File: config.mk
export PLATFORM = sky130hd
export DESIGN_NAME = debounce_sync
export DESIGN_NICKNAME = d
export VERILOG_FILES = /design/src/rtl/debounce_pkg.sv /design/src/rtl/debounce_sync_sync_chain.sv /design/src/rtl/debounce_sync.sv
export SDC_FILE = /design/constraint.sdc
export NUM_CORES = 1
export LEC_CHECK = 0
export ABC_AREA = 0
export CORE_AREA = 2 2 60 62
export DETAILED_ROUTE_END_ITERATION = 10
export DIE_AREA = 0 0 62 64
export GPL_TIMING_DRIVEN = 0
export SLEW_MARGIN = 25
export SYNTH_ARGS = -nofsm -noshare
export SYNTH_HDL_FRONTEND = slang
export SYNTH_SLANG_ARGS = --single-unit
File: constraint.sdc
create_clock -name clk -period 3.6 [get_ports clk]
set_input_delay 0.72 -clock clk [delete_from_list [all_inputs] [get_ports clk]]
set_output_delay 0.72 -clock clk [all_outputs]
set_load 0.01 [all_outputs]
File: src/rtl/debounce_pkg.sv
// Shared types and helpers for the debounce/synchroniser input stage.
// Imported by the top level and reusable by other input-conditioning blocks.
package debounce_pkg;

  typedef enum logic [1:0] {
    STABLE_LO = 2'b00,
    WAIT_HI   = 2'b01,
    STABLE_HI = 2'b10,
    WAIT_LO   = 2'b11
  } dbnc_state_t;

  localparam int SYNC_STAGES_MIN = 2;
  localparam int SYNC_STAGES_MAX = 4;

  // Bits needed to hold values 0..n
  function automatic int cnt_width(input int n);
    return $clog2(n + 1);
  endfunction

endpackage

File: src/rtl/debounce_sync_sync_chain.sv
// Plain async-reset flop chain that brings a single asynchronous bit into the clk domain.
// Nothing may sit between stages, so the chain is a pure shift register.
module sync_chain
  import debounce_pkg::*;
#(
  parameter int SYNC_STAGES = 2
) (
  input  logic clk,
  input  logic rst,
  input  logic i_async,
  output logic o_sync
);

  logic [SYNC_STAGES-1:0] r_chain;

  always_ff @(posedge clk or posedge rst) begin
    if (rst) begin
      r_chain <= '0;
    end else begin
      r_chain <= {r_chain[SYNC_STAGES-2:0], i_async};
    end
  end

  assign o_sync = r_chain[SYNC_STAGES-1];

endmodule

File: src/rtl/debounce_sync.sv
// Synchronises and debounces a raw level, producing a clean registered level,
// one-cycle edge pulses, a qualification-busy flag and a saturating glitch count.
module debounce_sync
  import debounce_pkg::*;
#(
  parameter int SYNC_STAGES     = 2,
  parameter int DEBOUNCE_CYCLES = 4,
  parameter int GLITCH_W        = 8
) (
  input  logic                clk,
  input  logic                rst,
  input  logic                a_in,
  output logic                a_out,
  output logic                rise_pulse,
  output logic                fall_pulse,
  output logic                busy,
  output logic [GLITCH_W-1:0] glitch_cnt
);

  localparam int CNT_W = cnt_width(DEBOUNCE_CYCLES);
  localparam logic [CNT_W-1:0] CNT_LAST = CNT_W'(DEBOUNCE_CYCLES - 1);
  localparam logic [CNT_W-1:0] CNT_ONE  = CNT_W'(1);

  if (SYNC_STAGES < SYNC_STAGES_MIN || SYNC_STAGES > SYNC_STAGES_MAX) begin : g_badSync
    $fatal(1, "debounce_sync: SYNC_STAGES out of range 2..4");
  end
  if (DEBOUNCE_CYCLES < 1 || DEBOUNCE_CYCLES > 255) begin : g_badDebounce
    $fatal(1, "debounce_sync: DEBOUNCE_CYCLES out of range 1..255");
  end
  if (GLITCH_W < 1) begin : g_badGlitch
    $fatal(1, "debounce_sync: GLITCH_W must be at least 1");
  end

  logic                w_sync;
  dbnc_state_t         r_state, w_stateNext;
  logic [CNT_W-1:0]    r_cnt, w_cntNext;
  logic                r_aOut, w_aOutNext;
  logic                r_rise, r_fall;
  logic                r_busy, w_busyNext;
  logic [GLITCH_W-1:0] r_glitch, w_glitchNext;
  logic                w_glitchInc;

  sync_chain #(
    .SYNC_STAGES(SYNC_STAGES)
  ) u_syncChain (
    .clk    (clk),
    .rst    (rst),
    .i_async(a_in),
    .o_sync (w_sync)
  );

  always_ff @(posedge clk or posedge rst) begin
    if (rst) begin
      r_state  <= STABLE_LO;
      r_cnt    <= '0;
      r_aOut   <= 1'b0;
      r_rise   <= 1'b0;
      r_fall   <= 1'b0;
      r_busy   <= 1'b0;
      r_glitch <= '0;
    end else begin
      r_state  <= w_stateNext;
      r_cnt    <= w_cntNext;
      r_aOut   <= w_aOutNext;
      r_rise   <= w_aOutNext & ~r_aOut;
      r_fall   <= ~w_aOutNext & r_aOut;
      r_busy   <= w_busyNext;
      r_glitch <= w_glitchNext;
    end
  end

  // The count records how many consecutive synced cycles of the candidate level
  // have been seen; a wrong-level cycle aborts back to the stable state.
  always_comb begin
    w_stateNext = r_state;
    w_cntNext   = r_cnt;
    w_glitchInc = 1'b0;
    case (r_state)
      STABLE_LO: begin
        if (w_sync) begin
          if (DEBOUNCE_CYCLES == 1) begin
            w_stateNext = STABLE_HI;
          end else begin
            w_stateNext = WAIT_HI;
            w_cntNext   = CNT_ONE;
          end
        end
      end
      WAIT_HI: begin
        if (!w_sync) begin
          w_stateNext = STABLE_LO;
          w_cntNext   = '0;
          w_glitchInc = 1'b1;
        end else if (r_cnt == CNT_LAST) begin
          w_stateNext = STABLE_HI;
          w_cntNext   = '0;
        end else begin
          w_cntNext = r_cnt + 1'b1;
        end
      end
      STABLE_HI: begin
        if (!w_sync) begin
          if (DEBOUNCE_CYCLES == 1) begin
            w_stateNext = STABLE_LO;
          end else begin
            w_stateNext = WAIT_LO;
            w_cntNext   = CNT_ONE;
          end
        end
      end
      WAIT_LO: begin
        if (w_sync) begin
          w_stateNext = STABLE_HI;
          w_cntNext   = '0;
          w_glitchInc = 1'b1;
        end else if (r_cnt == CNT_LAST) begin
          w_stateNext = STABLE_LO;
          w_cntNext   = '0;
        end else begin
          w_cntNext = r_cnt + 1'b1;
        end
      end
      default: begin
        w_stateNext = STABLE_LO;
        w_cntNext   = '0;
      end
    endcase

    // While qualifying a fall the output is still high, so WAIT_LO counts as high
    w_aOutNext   = (w_stateNext == STABLE_HI) || (w_stateNext == WAIT_LO);
    w_busyNext   = (w_stateNext == WAIT_HI) || (w_stateNext == WAIT_LO);
    w_glitchNext = r_glitch;
    if (w_glitchInc && (r_glitch != {GLITCH_W{1'b1}})) begin
      w_glitchNext = r_glitch + 1'b1;
    end
  end

  assign a_out      = r_aOut;
  assign rise_pulse = r_rise;
  assign fall_pulse = r_fall;
  assign busy       = r_busy;
  assign glitch_cnt = r_glitch;

endmodule

Figure 1. Wiring by layer.
Only two layers are drawn.
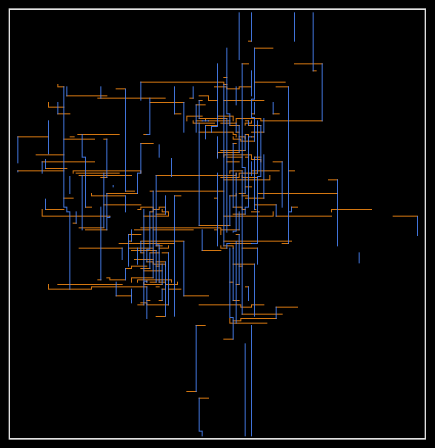
met2: shown in blue, wire length 733 um. met1: shown in orange, wire length 591 um.

Figure 2. Routed metal per tile.
The die is cut into 12 by 13 equal tiles; dark purple is low, yellow is high, scaled to the fullest tile. Values are wire area over tile area, all layers added.
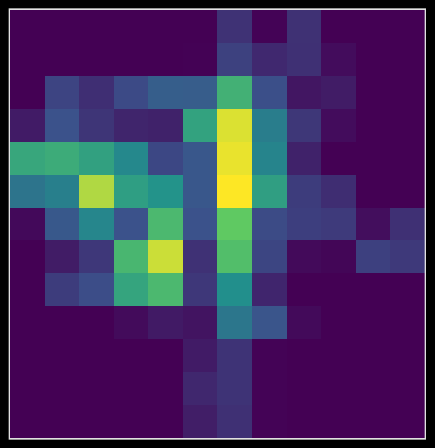
The fullest tile reaches 0.34. 12% of the tiles are over half the peak. The mean over all tiles is 0.056. The densest ninth of the die: center. The emptiest ninth of the die: lower right. 46% of the tiles are nearly empty.
total track usage: 8.37%
Routed WL: 1410 um
routed len/inst: 10.8 um
vias: 544

==> changes_impl.md <==
### Changed

- Outcome: complete, no violations
- R2r setup slk: 1940 ps
- Initial DRC count: 12
- Yosys aoi share: under 10%
- CP Cell Sequence: clkdlybuf4s50_1
- Ys flop type: dfrtp_1
- Worst EP required: roughly 2900 ps
- Count leader, synth: dfrtp_1
- First-pass GRT wire length: between 2000 and 3000 um
- XOR Share, Synth: 6.54%
- # rows: 21
- Net count after synthesis: slightly above 70
- Cell area leaders: dfrtp_1 57%, ha_1 3.2%, mux2_2 2.9%
- CTS tree: done
- TritonCTS Sinks: 18
- Vias in the first global route: roughly 570
- Pwr dens: 712 nW/um^2
- Crit end category: primary output
- Pwr top: registers
- Combinational power: 0.292 mW
- Max-Cap Viols: 0
- Die H: roughly 64 um
- RSZ-0062 raised after global routing: no
- Antenna viol nets, final: 0
- Biggest cell delay along the critical path: roughly 600 ps
- Min Hold Slack: around 360 ps
- Final Skew: between 7 and 8 ps
Figure 3. Sequential cells colored by netlist name.
Scale bar: 20 um. Other sequential cells in the stronger gray, the rest of the logic in the fainter gray.
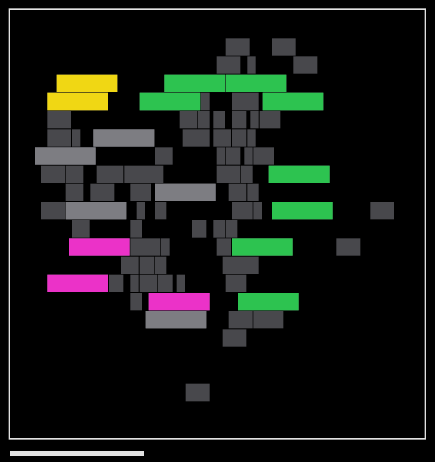
u_syncChain.r_chain: shown in yellow, placed flops 2. r_cnt: shown in magenta, placed flops 3. glitch_cnt: shown in green, placed flops 8.
Another 5 sequential cells are not colored.
P_seq: 0.328 mW
register area: 450 um^2
Seq area share: 44.8%
Final Util: 30.6%

==> final cells by class <==
type                            count  area [um^2]
Inverter                            2         7.51
Sequential cell                    18          450
Tap cell                           46         57.6
Multi-Input combinational cell     46          322
Buffer                              1         5.00
Timing Repair Buffer               14          140
Clock buffer                        3         22.5
Fill cell                         356         2280
==> stage by stage <==
| step | cell area (um^2) | setup WS [ps] | util, % | instances |
|---|---|---|---|---|
| global route | 1000 | 1440 | 30.6 | 130 |
| CTS | 1000 | 1510 | 30.6 | 130 |
| floorplan | 785 | 2050 | - | 67 |
| finish | 1000 | 1520 | 30.6 | 130 |
| detailed placement | 982 | 1850 | 29.9 | 127 |
| global placement | 982 | 1850 | 29.9 | 127 |
Power figures rest on the tool's default switching activity, not on a simulated workload.
